### src/rtl/fs4_downconverter.sv
// fs4_downconverter: derotates a 1-bit fs/4 I,~Q,~I,Q stream and integrates-and-dumps
// N_FRAMES frames into signed I/Q samples with a one-cycle valid strobe.
module fs4_downconverter #(
    parameter int N_FRAMES = 16,
    parameter int OUT_W    = 8
) (
    input  logic                    clk,
    input  logic                    rst_n,
    input  logic                    sync,
    input  logic                    data_in,
    output logic signed [OUT_W-1:0] i_out,
    output logic signed [OUT_W-1:0] q_out,
    output logic                    valid_out,
    output logic [1:0]              phase_out
);
    localparam int FW = N_FRAMES > 1 ? $clog2(N_FRAMES) : 1;
    if (N_FRAMES < 1 || 2 * N_FRAMES > (1 << (OUT_W - 1)) - 1) begin : g_bad_params
        $error("fs4_downconverter: N_FRAMES/OUT_W combination can overflow");
    end
    logic [1:0]              phase;
    logic [FW-1:0]           frame;
    logic signed [OUT_W-1:0] acc_i, acc_q, nxt_i, nxt_q, x;
    logic                    dump;
    assign x         = data_in ? OUT_W'(1) : '1;
    assign dump      = phase == 2'd3 && frame == FW'(N_FRAMES - 1);
    assign phase_out = phase;
    always_comb begin
        nxt_i = acc_i + (phase == 2'd0 ? x : phase == 2'd2 ? -x : '0);
        nxt_q = acc_q + (phase == 2'd1 ? -x : phase == 2'd3 ? x : '0);
    end
    always_ff @(posedge clk) begin
        if (!rst_n) begin
            phase     <= 2'd0;
            frame     <= '0;
            acc_i     <= '0;
            acc_q     <= '0;
            i_out     <= '0;
            q_out     <= '0;
            valid_out <= 1'b0;
        end else if (sync) begin
            // realign: this sample is phase 0 of a fresh block, partial block dropped
            phase     <= 2'd1;
            frame     <= '0;
            acc_i     <= x;
            acc_q     <= '0;
            valid_out <= 1'b0;
        end else begin
            phase     <= phase + 2'd1;
            valid_out <= dump;
            if (dump) begin
                i_out <= nxt_i;
                q_out <= nxt_q;
                acc_i <= '0;
                acc_q <= '0;
                frame <= '0;
            end else begin
                acc_i <= nxt_i;
                acc_q <= nxt_q;
                if (phase == 2'd3)
                    frame <= frame + FW'(1);
            end
        end
    end
endmodule

### config.mk
export PLATFORM = sky130hd
export DESIGN_NAME = fs4_downconverter
export DESIGN_NICKNAME = d
export VERILOG_FILES = /design/src/rtl/fs4_downconverter.sv
export SDC_FILE = /design/constraint.sdc
export NUM_CORES = 1
export LEC_CHECK = 0
export CORE_MARGIN = 4
export CORE_UTILIZATION = 55
export CTS_CLUSTER_DIAMETER = 60
export DETAILED_ROUTE_END_ITERATION = 10
export PLACE_DENSITY = 0.8
export SLEW_MARGIN = 40
export SYNTH_ARGS = -nofsm -noshare
export SYNTH_HDL_FRONTEND = slang
export SYNTH_SLANG_ARGS = --single-unit
### constraint.sdc
create_clock -name clk -period 6.83 [get_ports clk]
set_input_delay 1.366 -clock clk [delete_from_list [all_inputs] [get_ports clk]]
set_output_delay 1.366 -clock clk [all_outputs]
set_load 0.02 [all_outputs]
==> run_1/layers.png <==
Only two layers are drawn.
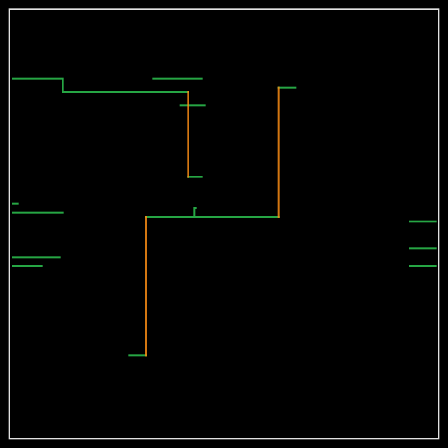
- orange: M4 (wire length 53.7 um)
- green: M3 (wire length 100 um)
final wirelength: 3660 um
Avg WL per Cell: 14.4 um
Vias: 1,381
Tot GR Track Use: 19.2%

==> run_1/clock_wires.png <==
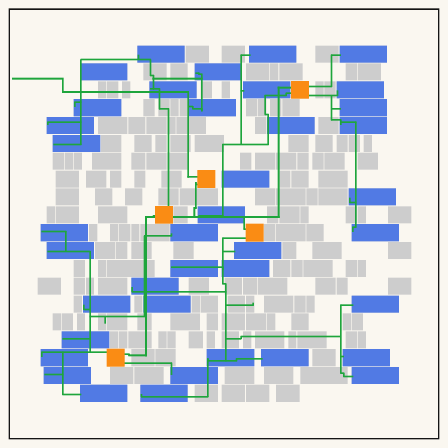
- green: clock wires (length 503 um)
- orange: clock-net drivers (count 5)
- blue: flip-flops (count 39)
- routed clock nets: 6

==> run_1/pinout.png <==
Pins as bars across the die edge, other pins in gray.
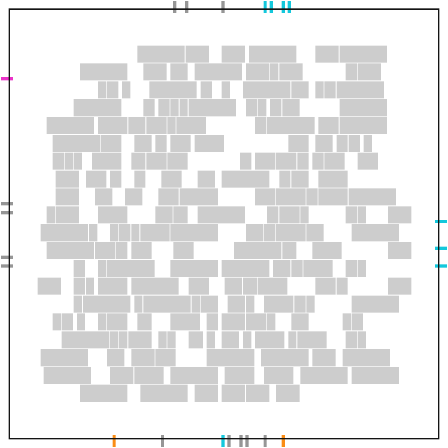
- orange: `phase_out` (pins 2; direction output; edge bottom)
- magenta: `clk` (pins 1; direction input; edge left)
- cyan: `i_out` (pins 8; direction output; edge 4 top, 3 right, 1 bottom)
- all pins by edge: 8 bottom, 7 top, 5 left, 3 right
Die H: 65.2 um
Chip Width: 65.2 um
IO Port Bufs: 22

==> flow_metrics.py, run 1 <==
# Metrics from the implementation run
metrics = {
    "timing": {
        "timing.fmax_mhz": 279,
        "setup_tns_ps": 0,
        "rsz0062_at_grt": "no",
        "fin_ws_ps": 3240,
        "relSlewSlack_pct": 48.3,
        "hold_viol": 0,
        "drv_slew": 0,
        "min_period_ps": 3590,
        "worstMarginPinSlew_ps": 773,
    },
    "power": {
        "combPwrFrac_pct": 17.0,
        "seq_power_share_pct": 55.7,
        "power_mw": 0.433,
        "p_clk_share_pct": 27.3,
        "ir_worst_vdd_mv": 0.157,
        "pwr_density_cell_nw_per_um2": 206,
        "p_comb_mw": 0.0738,
        "clk-power_mw": 0.118,
        "p_sw_share_pct": 29.2,
    },
    "die": {
        "rows": 20,
        "chip_area_um2": 4250,
    },
    "critical_path": {
        "arrival_ps": 3790,
        "crit_type": "in2reg",
        "rr_startpoint": "phase_out[0]",
        "critPathMaxFanout": 8,
    },
    "clock_tree": {
        "cts.repair.resized": 0,
        "tritoncts": "done",
        "root_buffer": "clkbuf_4",
    },
    "synth": {
        "top_cell_area_share_pct": 43.4,
        "ys_sh_adder_pct": 15.4,
        "top_logic_kind": "AND-OR/OR-AND gates",
        "fp_nets": 209,
        "synthMuxAreaShare_pct": 0.556,
        "aoi_share_pct": 17.7,
        "ys_seq_share_pct": 43.4,
        "ys_chip_area_um2": 1800,
        "syn-cell-area_um2": 1800,
    },
    "cells_and_area": {
        "fillCellCount": 270,
        "diodes": 0,
        "layout_top_cell": "dfxtp_1",
        "lay_top_cells": "dfxtp_1 (39), clkdlybuf4s50_1 (22), o21ai_0 (20)",
        "syn2layout_area_growth_pct": 17.0,
    },
    "outcome": {
        "status": "finished clean",
    },
    "place": {
        "pre_cts_ws_ps": 2910,
        "gp_congestion": 0.936,
    },
    "global_routing": {
        "grt_max_degree": 19,
        "grt_pass1_wl_um": 6290,
        "antenna_found_initial": 0,
    },
    "worst_hold_path": {
        "worstHoldStart": "i_out[5]",
    },
    "drt": {
        "antenna_left": 0,
    },
}
[run 1: critical path, cell delays in order]
cell             delay [ps]
clkdlybuf4s50_1         490
o21ai_1                 610
ha_1                    420
a21o_1                  210
a31o_2                  250
a21oi_1                 160
xor2_1                  180
o21ai_0                 100
[run 1: synth_stat cells (all sizes together)]
cell type and n:
dfxtp 39, nand2 18, mux2i 1, a31o 2, ha 19, o21a 2, inv 8, nand3 3
fa 2, buf 3, nor2 12, a31oi 2, nor3b 1, xnor2 6, and4 2, nand4 2
nor2b 1, o21ai 24, and3 1, a211oi 2, a21o 7, xor2 11, a21oi 8, clkbuf 1
a21boi 1, o21bai 2, nand3b 2, a22o 2
[run 1: worst paths after layout]
kind	to	slack [ps]	cells after the start
min	i_out[5]	460	2
max reg2reg	acc_i[7]	4030	10
min reg2reg	i_out[5]	460	2
max	acc_i[7]	3240	8
[run 1: final cells by class]
type,count,area (um2),area share [%]
multi-input combinational,133,968,46.0
timing repair buffer,22,220,10.5
tap,44,55.1,2.62
clock buffer,7,45.0,2.14
inverter,8,30.0,1.43
clock inverter,1,5.00,0.238
sequential,39,781,37.1
[run 1: metrics by stage]
stage                     area [um2]  hold WS [ps]  util (%)
after floorplan                 1800           487         -
after global placement          2050           436      66.2
after detailed placement        2050           445      66.2
after CTS                       2100           462      67.8
after global routing            2100           483      67.8
final                           2100           461      67.8
[run 1: layer usage]
layer	up-vias	GRT usage (%)	part of all wire (%)
met2	17	34.3	51
met5	-	0	0
met4	0	6.22	1.4
li1	690	-	-
met1	668	22.2	45
met3	6	4.96	2.7
[run 1: registers in the layout (all words and copies together), names as in the netlist]
register	count
acc_i	8
acc_q	8
frame	4
i_out	8
phase_out	2
q_out	8
valid_out	1
## Run 2: what changed since run 1
--- a/config.mk
+++ b/config.mk
@@ -6,10 +6,10 @@
 export NUM_CORES = 1
 export LEC_CHECK = 0
 export CORE_MARGIN = 4
-export CORE_UTILIZATION = 55
+export CORE_UTILIZATION = 54
 export CTS_CLUSTER_DIAMETER = 60
 export DETAILED_ROUTE_END_ITERATION = 10
-export PLACE_DENSITY = 0.8
+export PLACE_DENSITY = 0.79
 export SLEW_MARGIN = 40
 export SYNTH_ARGS = -nofsm -noshare
 export SYNTH_HDL_FRONTEND = slang
==> constraint.sdc (replaced) <==
create_clock -name clk -period 3.68 [get_ports clk]
set_input_delay 0.736 -clock clk [delete_from_list [all_inputs] [get_ports clk]]
set_output_delay 0.736 -clock clk [all_outputs]
set_load 0.02 [all_outputs]
==> flow_metrics.py, run 2 <==
# Metrics from the implementation run
metrics = {
    "die": {
        "taps": 44,
        "chip_area_um2": 4320,
        "rows": 20,
    },
    "cells_and_area": {
        "nMultiInputCombCells": 133,
        "regArea_um2": 781,
        "n_clock_buffer": 8,
        "layout_top_cell": "dfxtp_1",
        "nonClkBufAreaFrac_pct": 10.7,
        "lay_top_cells": "dfxtp_1 (39), clkdlybuf4s50_1 (22), o21ai_0 (21)",
        "seq_share_pct": 36.6,
        "inv_count": 8,
        "utilization_pct": 68.1,
    },
    "outcome": {
        "status": "finished clean",
    },
    "clock_tree": {
        "cts.repair.resized": 0,
        "tritoncts": "done",
    },
    "synth": {
        "top_cell_area_share_pct": 43.4,
        "async_reset_ff_share_pct": 0,
        "syn-cell-area_um2": 1800,
        "ys.flop_type": "dfxtp_1",
        "fp_nets": 209,
    },
    "critical_path": {
        "crit_type": "in2reg",
        "arrival_ps": 2920,
        "crit_path_frequent_cell": "o21ai_0",
    },
    "drt": {
        "wl_um": 3670,
        "wl_met3_um": 106,
        "dr_wl_met2_um": 1890,
        "antenna_left": 0,
        "highest_layer": "met4",
    },
    "power": {
        "pwr_density_cell_nw_per_um2": 394,
        "combPwrFrac_pct": 16.4,
        "ir_worst_vdd_mv": 0.285,
        "seq_power_share_pct": 53.4,
        "p_clk_share_pct": 30.2,
    },
    "global_routing": {
        "grt_pass1_wl_um": 6640,
        "antenna_found_initial": 0,
        "grt_max_degree": 19,
    },
    "timing": {
        "setup_tns_ps": 0,
        "drv_slew": 0,
        "rsz0062_at_grt": "no",
    },
    "place": {
        "gp_congestion": 0.915,
    },
}
-- run 2: per-stage QoR --
step / cells / cell area [um2] / setup slack (ps) / power [mW] / hold WS [ps]
6_report: 255 / 2130 / 966 / 0.839 / 456
5_1_grt: 255 / 2130 / 732 / 0.885 / 481
4_1_cts: 255 / 2130 / 958 / 0.838 / 458
3_5_place_dp: 247 / 2060 / 593 / 0.594 / 442
3_3_place_gp: 247 / 2060 / 677 / 0.588 / 435
2_1_floorplan: 184 / 1800 / 968 / 0.559 / 487
-- run 2: path summary, 6_finish.rpt --
| path | start | end | depth (start not counted) | slack, ps |
|---|---|---|---|---|
| worst max-delay path | data_in | acc_i[6] | 10 | 970 |
| worst min-delay path | i_out[5] | i_out[5] | 2 | 460 |
| worst max register to register | phase_out[0] | q_out[5] | 9 | 1020 |
| worst min register to register | i_out[5] | i_out[5] | 2 | 460 |
-- run 2: power by group through the flow --
stage | combinational (mW) | sequential, mW | clock (mW)
finish | 0.138 | 0.448 | 0.253
detailed placement | 0.136 | 0.457 | 0
global route | 0.158 | 0.450 | 0.277
global placement | 0.131 | 0.457 | 0
CTS | 0.137 | 0.448 | 0.253
floorplan | 0.103 | 0.456 | 0
-- run 2: logic make-up after synthesis --
group / synth area share, %
and+or+nand+nor: 11.5
xor gates and xnor gates: 8.69
AOI/OAI and AO/OA: 17.7
buffers and inverters: 2.78
adders and majority gates: 15.4
muxes: 0.556
DFF: 43.4
-- run 2: routing by layer --
layer,global-route usage [%],up-vias
met5,0,-
met1,22.4,652
met3,5.81,5
li1,-,697
met2,36.7,20
met4,6.22,0
-- run 2: critical path, delay by kind of cell --
kind	cells	cell delay, ps
AOI/OAI and AO/OA	5	720
xor gates and xnor gates	1	190
adders and majority gates	1	490
buffers and inverters	2	670
and+or+nand+nor	1	120
==> run_2/layers.png <==
Only two layers are drawn.
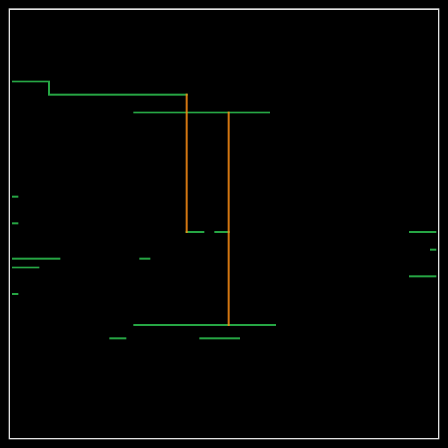
- green: M3 (wire length 107 um)
- orange: M4 (wire length 53.7 um)
Avg WL per Cell: 14.4 um
Tot GR Track Use: 20.2%

==> run_2/clock_wires.png <==
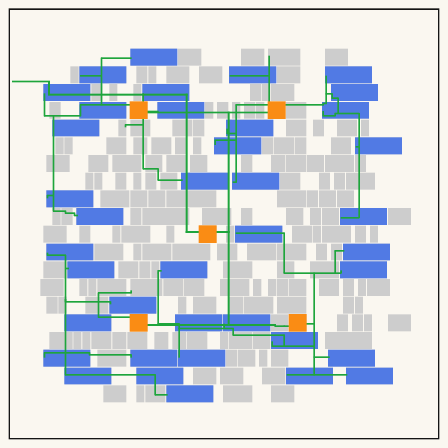
- orange: clock-net drivers (count 5)
- blue: flip-flops (count 39)
- green: clock wires (length 470 um)
- routed clock nets: 6
- flops lie: spread over the die

==> run_2/pinout.png <==
Pins as bars across the die edge, other pins in gray.
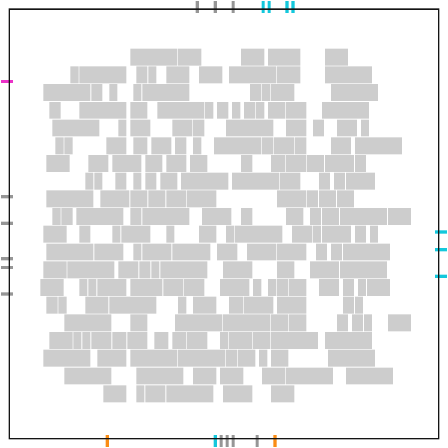
- orange: `phase_out` (pins 2; direction output; edge bottom)
- cyan: `i_out` (pins 8; direction output; edge 4 top, 3 right, 1 bottom)
- magenta: `clk` (pins 1; direction input; edge left)
- all pins by edge: 7 bottom, 7 top, 6 left, 3 right

No activity file was given, so power comes from the tool's default toggle rates.
